Fig. 1: routed metal, one colour a layer
Only two layers are drawn.
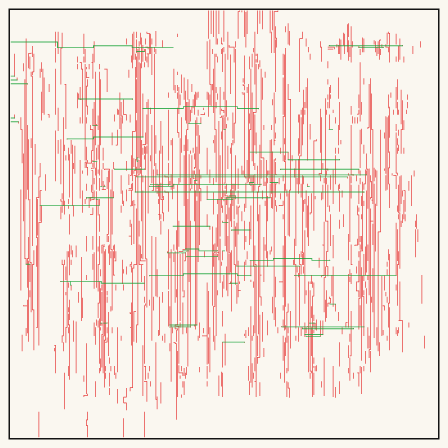
Fig. 2: metal 4
Supply wires on this layer in grey.
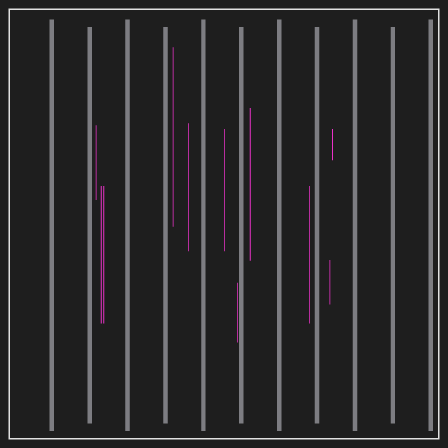
$ cat src/rtl/fifo_pkg.sv
// fifo_pkg: default FIFO geometry and count-width helper
package fifo_pkg;
  localparam int def_data_width = 10;
  localparam int def_data_depth = 16;
  localparam int def_addr_width = 4;
  function automatic int count_width(input int aw);
    return aw + 1;
  endfunction
endpackage

$ cat src/rtl/fifo_mem.sv
// fifo_mem: dual-port storage array, synchronous write, registered read cleared by reset
module fifo_mem
  import fifo_pkg::*;
#(
  parameter int data_width = def_data_width,
  parameter int addr_width = def_addr_width
) (
  input  logic                  clk,
  input  logic                  rst_n,
  input  logic                  we,
  input  logic [addr_width-1:0] waddr,
  input  logic [data_width-1:0] wdata,
  input  logic                  re,
  input  logic [addr_width-1:0] raddr,
  output logic [data_width-1:0] rdata
);
  logic [data_width-1:0] mem [2**addr_width];
  // storage is never cleared, only overwritten
  always_ff @(posedge clk)
    if (we) mem[waddr] <= wdata;
  // read register holds its value unless a read is accepted
  always_ff @(posedge clk)
    if (!rst_n) rdata <= '0;
    else if (re) rdata <= mem[raddr];
endmodule

$ cat src/rtl/fifo.sv
// fifo: single-clock FIFO with registered read data and full/empty flags; FIFO_COUNT_EN adds data_count
module fifo
  import fifo_pkg::*;
#(
  parameter int data_width = def_data_width,
  parameter int data_depth = def_data_depth,
  parameter int addr_width = def_addr_width
) (
  input  logic                  clk,
  input  logic                  rst_n,
  input  logic                  wr_en,
  input  logic [data_width-1:0] wr_data,
  input  logic                  rd_en,
  output logic [data_width-1:0] rd_data,
  output logic                  full,
  output logic                  empty
`ifdef FIFO_COUNT_EN
  ,
  output logic [addr_width:0]   data_count
`endif
);
  localparam int cw = count_width(addr_width);
  logic [addr_width-1:0] wr_ptr, rd_ptr;
  logic [cw-1:0] count;
  logic wr_ok, rd_ok;
  assign full  = count == cw'(data_depth);
  assign empty = count == '0;
  assign rd_ok = rd_en && !empty;
  assign wr_ok = wr_en && (!full || rd_ok);
`ifdef FIFO_COUNT_EN
  assign data_count = count;
`endif
  // pointers and occupancy advance on accepted operations; reset discards all stored data
  always_ff @(posedge clk)
    if (!rst_n) begin
      wr_ptr <= '0;
      rd_ptr <= '0;
      count  <= '0;
    end else begin
      wr_ptr <= wr_ok ? addr_width'(wr_ptr + 1) : wr_ptr;
      rd_ptr <= rd_ok ? addr_width'(rd_ptr + 1) : rd_ptr;
      count  <= count + cw'(wr_ok) - cw'(rd_ok);
    end
  fifo_mem #(.data_width(data_width), .addr_width(addr_width)) u_mem (
    .clk   (clk),
    .rst_n (rst_n),
    .we    (wr_ok && rst_n),
    .waddr (wr_ptr),
    .wdata (wr_data),
    .re    (rd_ok),
    .raddr (rd_ptr),
    .rdata (rd_data)
  );
endmodule

$ cat config.mk
export PLATFORM = sky130hd
export DESIGN_NAME = fifo
export DESIGN_NICKNAME = d
export VERILOG_FILES = /design/src/rtl/fifo_pkg.sv /design/src/rtl/fifo_mem.sv /design/src/rtl/fifo.sv
export SDC_FILE = /design/constraint.sdc
export NUM_CORES = 1
export LEC_CHECK = 0
export ABC_AREA = 1
export CAP_MARGIN = 20
export CORE_UTILIZATION = 35
export CTS_CLUSTER_SIZE = 20
export DETAILED_ROUTE_END_ITERATION = 7
export GPL_TIMING_DRIVEN = 0
export PLACE_DENSITY_LB_ADDON = 0.05
export SETUP_SLACK_MARGIN = 0.1
export SLEW_MARGIN = 20
export SYNTH_ARGS = -nofsm -noshare
export SYNTH_HDL_FRONTEND = slang
export SYNTH_SLANG_ARGS = --single-unit
$ cat constraint.sdc
create_clock -name clk -period 3.8 [get_ports clk]
set_clock_uncertainty 0.2 [all_clocks]
set_input_delay 0.57 -clock clk [delete_from_list [all_inputs] [get_ports clk]]
set_output_delay 0.57 -clock clk [all_outputs]
set_load 0.02 [all_outputs]
==> flow_metrics.tcl <==
# place-and-route summary
set metrics [dict create \
    status "completed" \
    fa_ha_area_share_pct 1.97 \
    die_y_um 153 \
    ys_sh_aoi_pct 1.22 \
    grt_pass1_wl_mm 31.5 \
    nNetsFinal 865 \
    min_path_cells 2 \
    floorplan.core_util_pct 36.2 \
    clk_pin_slew_worst_paths_ns 0.07 \
    drive_above_1_share_pct 7.04 \
    timing.rr.end "count[4]$_SDFF_PN0_" \
    die-area_um2 23500 \
    slew_viol_final 0 \
    comb_share_pct 22.4 \
    root_buffer "clkbuf_16" \
    lay_top_cells "266 x nand2_1, 160 x edfxtp_1, 119 x nand3_1" \
    fp_nets 821 \
    wl_mm 20.2 \
    endpoint "u_mem.mem[10][1]$_DFFE_PP_" \
    buffers 61 \
    swShare_pct 31.6 \
    synth_cell_types 21 \
    post_cts_buffers 0 \
    yosys_warnings 0 \
    simple_gate_share_pct 21.9 \
    logic_family "simple AND/OR/NAND/NOR gates" \
    met3WireLength_um 933 \
    hold_class "register to register" \
    rows 54 \
    ant_nets 0 \
    whs_ns 0.305 \
    ios 26 \
    gp_congestion 0.909 \
    power.density_nw_per_um2 598 \
    globalRouteMet2Util_pct 30.4 \
    post-route-util_pct 41.5 \
    inv_count 114 \
    drc_errors 0 \
    cts.repair.resized 0 \
    worst_path_dominant_cell_family "simple AND/OR/NAND/NOR gates" \
    antenna_found_initial 0 \
    stdcell_count 1132 \
    rsz0062_at_grt "false" \
    setup-tns-final_ns 0 \
    hold-path-endpoint "wr_ptr[3]$_SDFFE_PN0P_" \
    clock-sinks 183 \
    p_leak_uw 0.00381 \
    syn2layout_area_growth_pct 14.6 \
    worstPathRequired_ns 3.64 \
    track_usage_pct 18.6 \
    cap_violations 0 \
    seq_cells 183 \
    lay_top_count "nand2_1" \
    comb_cells 462 \
    synthTopCellsByCount "266 x nand2_1, 160 x edfxtp_1, 119 x nand3_1" \
    critPathCaptureType "register" \
    wl_met1_mm 9.08 \
    min_from "wr_ptr[3]$_SDFFE_PN0P_" \
    wire_per_inst_um 17.9 \
    irDropWorstVdd_uv 365 \
    buf_share_pct 5.46 \
    vias_per_cell 4.70 \
    ys_sh_mux_pct 0 \
    ff_type "edfxtp_1" \
    num-fill-cells 2126 \
    gr-total-overflow 0 \
    edf_count 160 \
    vias 5316 \
]
Back to the opening pictures, Fig. 1:
- green: M3 (wire length 934 um)
- red: M2 (wire length 9,790 um)

Back to the opening pictures, Fig. 2:
- share of all routed wire: 2.1%
- wire length on this layer: 428 um

